[src/rtl/alu_sequencer.sv]
// Collects operand A, operand B and opcode from a valid/ready word stream, drives them
// registered onto the shared ALU, captures the result and holds it on a valid/ready port.
module alu_sequencer #(
  parameter int NB_OPERANDO = 8,
  parameter int NB_OPCODE   = 6,
  parameter int NB_COUNT    = 8
) (
  input  logic                   clk,
  input  logic                   reset,
  input  logic                   abort,
  input  logic [NB_OPERANDO-1:0] in_data,
  input  logic                   in_valid,
  output logic                   in_ready,
  output logic [NB_OPERANDO-1:0] alu_dato_a,
  output logic [NB_OPERANDO-1:0] alu_dato_b,
  output logic [NB_OPCODE-1:0]   alu_opcode,
  input  logic [NB_OPERANDO-1:0] alu_out,
  output logic [NB_OPERANDO-1:0] res_data,
  output logic                   res_err,
  output logic                   res_valid,
  input  logic                   res_ready,
  output logic [NB_COUNT-1:0]    op_count
);

  typedef enum logic [2:0] {S_A, S_B, S_OP, S_EXEC, S_RESP} state_t;

  state_t                 state_q, state_d;
  logic [NB_OPERANDO-1:0] dato_a_q, dato_a_d;
  logic [NB_OPERANDO-1:0] dato_b_q, dato_b_d;
  logic [NB_OPCODE-1:0]   opcode_q, opcode_d;
  logic [NB_OPERANDO-1:0] res_data_q, res_data_d;
  logic                   res_err_q, res_err_d;
  logic                   res_valid_q, res_valid_d;
  logic                   in_ready_q, in_ready_d;
  logic [NB_COUNT-1:0]    op_count_q, op_count_d;
  logic                   xfer;

  function automatic logic is_legal(input logic [NB_OPCODE-1:0] op);
    logic ok;
    ok = 1'b0;
    if (op == NB_OPCODE'(6'b100000) || op == NB_OPCODE'(6'b100010) ||
        op == NB_OPCODE'(6'b100100) || op == NB_OPCODE'(6'b100101) ||
        op == NB_OPCODE'(6'b100110) || op == NB_OPCODE'(6'b000011) ||
        op == NB_OPCODE'(6'b000010) || op == NB_OPCODE'(6'b100111))
      ok = 1'b1;
    return ok;
  endfunction

  assign xfer = in_valid & in_ready_q;

  always_comb begin
    state_d     = state_q;
    dato_a_d    = dato_a_q;
    dato_b_d    = dato_b_q;
    opcode_d    = opcode_q;
    res_data_d  = res_data_q;
    res_err_d   = res_err_q;
    res_valid_d = res_valid_q;
    op_count_d  = op_count_q;
    // abort discards any transfer or handoff happening in the same cycle
    if (abort) begin
      state_d     = S_A;
      res_valid_d = 1'b0;
      res_err_d   = 1'b0;
    end else begin
      case (state_q)
        S_A: if (xfer) begin
          dato_a_d = in_data;
          state_d  = S_B;
        end
        S_B: if (xfer) begin
          dato_b_d = in_data;
          state_d  = S_OP;
        end
        S_OP: if (xfer) begin
          opcode_d = in_data[NB_OPCODE-1:0];
          state_d  = S_EXEC;
        end
        S_EXEC: begin
          res_data_d  = is_legal(opcode_q) ? alu_out : '0;
          res_err_d   = !is_legal(opcode_q);
          res_valid_d = 1'b1;
          state_d     = S_RESP;
        end
        S_RESP: if (res_ready) begin
          res_valid_d = 1'b0;
          op_count_d  = op_count_q + NB_COUNT'(1);
          state_d     = S_A;
        end
        default: state_d = S_A;
      endcase
    end
    in_ready_d = (state_d == S_A) || (state_d == S_B) || (state_d == S_OP);
  end

  always_ff @(posedge clk) begin
    if (reset) begin
      state_q     <= S_A;
      dato_a_q    <= '0;
      dato_b_q    <= '0;
      opcode_q    <= '0;
      res_data_q  <= '0;
      res_err_q   <= 1'b0;
      res_valid_q <= 1'b0;
      in_ready_q  <= 1'b1;
      op_count_q  <= '0;
    end else begin
      state_q     <= state_d;
      dato_a_q    <= dato_a_d;
      dato_b_q    <= dato_b_d;
      opcode_q    <= opcode_d;
      res_data_q  <= res_data_d;
      res_err_q   <= res_err_d;
      res_valid_q <= res_valid_d;
      in_ready_q  <= in_ready_d;
      op_count_q  <= op_count_d;
    end
  end

  assign in_ready   = in_ready_q;
  assign alu_dato_a = dato_a_q;
  assign alu_dato_b = dato_b_q;
  assign alu_opcode = opcode_q;
  assign res_data   = res_data_q;
  assign res_err    = res_err_q;
  assign res_valid  = res_valid_q;
  assign op_count   = op_count_q;

endmodule

[config.mk]
export PLATFORM = sky130hd
export DESIGN_NAME = alu_sequencer
export DESIGN_NICKNAME = d
export VERILOG_FILES = /design/src/rtl/alu_sequencer.sv
export SDC_FILE = /design/constraint.sdc
export NUM_CORES = 1
export LEC_CHECK = 0
export CAP_MARGIN = 25
export CORE_MARGIN = 4
export CORE_UTILIZATION = 61
export DETAILED_ROUTE_END_ITERATION = 12
export DONT_BUFFER_PORTS = 1
export PLACE_DENSITY = 0.77
export SYNTH_ARGS = -nofsm -noshare
export SYNTH_HDL_FRONTEND = slang
export SYNTH_SLANG_ARGS = --single-unit
[constraint.sdc]
create_clock -name clk -period 2.55 [get_ports clk]
set_input_delay 0.51 -clock clk [delete_from_list [all_inputs] [get_ports clk]]
set_output_delay 0.51 -clock clk [all_outputs]
set_load 0.1 [all_outputs]
Ports around the boundary:
Scale: 8 px per um. Pins as bars across the die edge, other pins in gray.
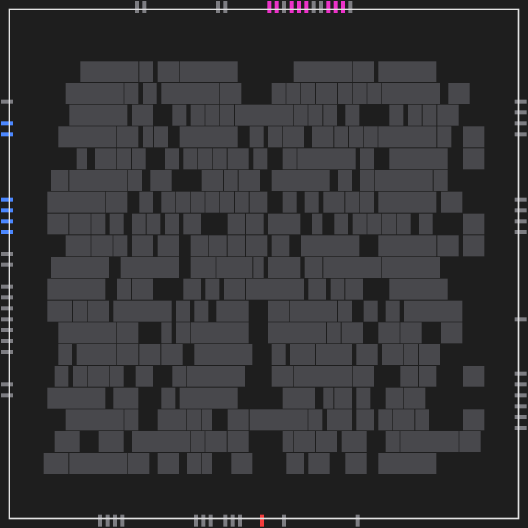
port	color	pins	direction	edge
`reset`	red	1	input	bottom
`alu_opcode`	blue	6	output	left
`in_data`	magenta	8	input	top
all pins by edge	18 left, 16 top, 15 right, 13 bottom

Signal metal coverage by tile:
Scale: 6 px per um. The die is cut into 13 by 13 equal tiles; dark blue is low, red is high, scaled to the fullest tile. Values are wire area over tile area, all layers added.
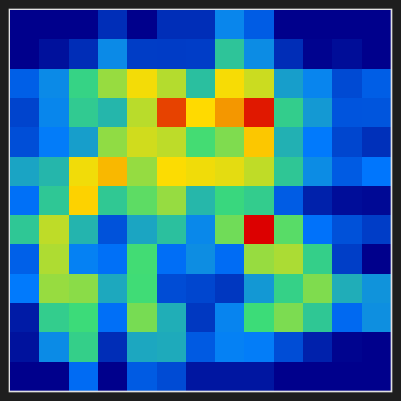
emptiest ninth of the die	top right
fullest tile	0.58
nearly empty tiles	13%
densest ninth of the die	middle

Routing congestion map:
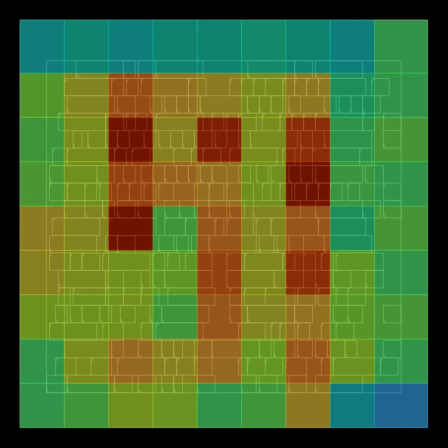
grt met3 use: 8.526%
grt peak-use layer: met2
M1 GR Usage: 27.75%

The metal 2 layer:
Scale: 8 px per um.
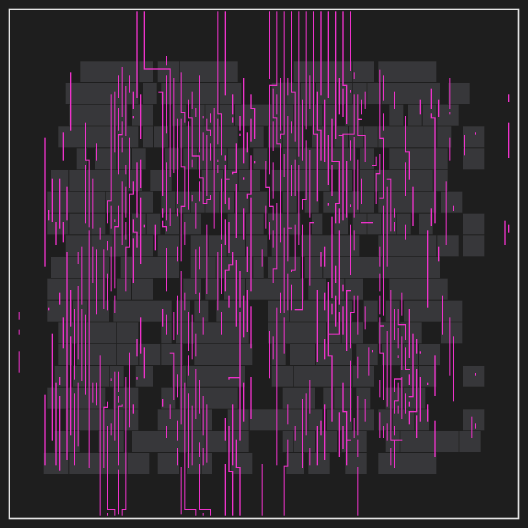
share of all routed wire	48%
main direction	vertical
nets with wire on the layer	228
wire length on this layer	2160 um

==> power breakdown <==
group	leakage (nW)	switching, mW	internal [mW]
clock	0.0315	0.216	0.135
sequential	0.356	0.00578	0.696
combinational	0.389	0.0918	0.0255
total	0.776	0.313	0.857
==> worst max-delay path: stages, from the launching register on <==
cell       delay, ps
dfxtp_1          420
nand4bb_1        740
o21ai_0          440
a21oi_1          120
==> cell usage in the layout (no fill, tap or decap), types with 3 or more instances in the layout <==
master     instances
a21oi_1           31
buf_4             41
clkbuf_4           5
dfxtp_1           44
nand2b_1           3
nand3_1           30
nand3b_1           4
nand4_1            4
nor2_1             5
nor2b_1            7
o21ai_0           28
o2bb2ai_1          6
o31ai_1            4
or4_1              4
==> registers in the layout, indices dropped and copies added, names as in the netlist <==
| name | cells |
|---|---|
| res_err | 1 |
| alu_opcode | 6 |
| alu_dato_a | 8 |
| res_valid | 1 |
| state_q | 3 |
| alu_dato_b | 8 |
| in_ready | 1 |
| op_count | 8 |
| res_data | 8 |
==> layer usage <==
layer | global-route usage [%] | vias up | wire length [um] | part of all wire [%]
met5 | 0 | - | 0 | 0
met3 | 8.526 | 10 | 454 | 10
met2 | 38.72 | 91 | 2161 | 48
met4 | 7.278 | 0 | 64 | 1.4
li1 | - | 852 | - | -
met1 | 27.75 | 835 | 1815 | 40
==> kinds of logic after synthesis <==
logic type / count (synthesis)
adders and majority gates: 1
buffers and inverters: 20
and+or+nand+nor: 73
muxes: 2
AOI/OAI and AO/OA: 75
DFF: 44
==> worst paths after layout <==
check / startpoint / cells after the start / slack [ps] / to
min reg2reg: alu_dato_a[2] / 2 / 480 / alu_dato_a[2]
min: reset / 1 / 210 / alu_dato_b[4]
max reg2reg: state_q[2] / 3 / 710 / alu_dato_a[5]
max: state_q[2] / 3 / 710 / alu_dato_a[5]
==> final cells by class <==
cell class	count	area (um2)	area share [%]
repair buffers	41	307.8	13.98
clock buffers	7	55.05	2.500
inverters	2	7.507	0.3409
multi-input cells	151	904.6	41.08
flip-flops and latches	44	880.8	40.00
clock inverters	1	7.507	0.3409
well taps	31	38.79	1.761
==> out/metrics.csv <==
stage;metric;value;unit
synth;yosys warning tally;0;
clocking;# Post-CTS Setup Buffers;0;
critical_path;crit start category;register;
clocking;CTS tree;built;
global_route;first-pass GRT wire length;7693;um
detailed_routing;DRT Pass-1 Iters;4;
synth;Synth Seq Share;46.93;%
synth;post-synthesis compound-gate area fraction;22.33;%
synth;synth unique cells;36;
critical_path;CP Class;register to register;
global_route;antenna violations before repair;0;
synth;mapped cell area;0.001877;mm2
timing;Layout Skew;11.36;ps
worst_hold_path;worst hold path type;input port to register;
cells_and_area;design area;0.002202;mm2
synth;Yosys top cell by area;dfxtp_1;
critical_path;Data arrival, critical path;2080;ps
detailed_routing;number of DRC markers in iteration 0;121;
synth;number of enable flip-flop cells;0;
cells_and_area;share of cells above drive strength 1;21.95;%
synth;Avg Inst Size Synth;8.729;um2
floorplan;# IOs;62;
synth;ys cells;215;
timing;maximum clock frequency;542.7;MHz
clocking;CTS Buf Count;5;
clocking;clock sinks;44;
run_status;status;completed;
synth;FF+latch count, synth;44;
timing;Slew @ Worst Pin;782.4;ps
floorplan;die y size;63.47;um
detailed_routing;drt drc;0;
cells_and_area;P&R area growth vs syn;17.33;%
critical_path;Critical Path End Type;register;
clocking;# hold bufs at CTS;0;
timing;Slew HR;47.54;%
placement;pre-CTS setup slack;664.8;ps
synth;Gate Count Post-Synth;215;
synth;XOR/XNOR Area Share;0;%
power_and_ir_drop;Max VDD drop;475.3;uV
clocking;H-tree depth;2;
synth;Post-synth ARST share;0;%
run;Tool Warnings;26;
detailed_routing;Final ANT Viol Nets;0;
timing;Worst Setup Slack, final;707.4;ps
timing;final setup fails;0;
synth;count leader, synth;dfxtp_1;
synth;syn_nets;237;
global_route;largest net degree at the start of global routing;38;
floorplan;Core Region;0.002853;mm2
clocking;Resized cells post-CTS;0;
power_and_ir_drop;Leak;0.7759;nW
timing;Final Max Slew Viols;0;
floorplan;die area;0.004028;mm2
synth;fa+ha+maj area frac;0.6667;%
synth;Dominant flop cell;dfxtp_1;
synth;Synth top area share;46.93;%
global_route;GRT Overall Usage;23.26;%
detailed_routing;wire per inst;16.23;um
synth;mux frac, synth;1.200;%
cells_and_area;Ant. Diodes;0;
Power is estimated from default activity; no workload was simulated.
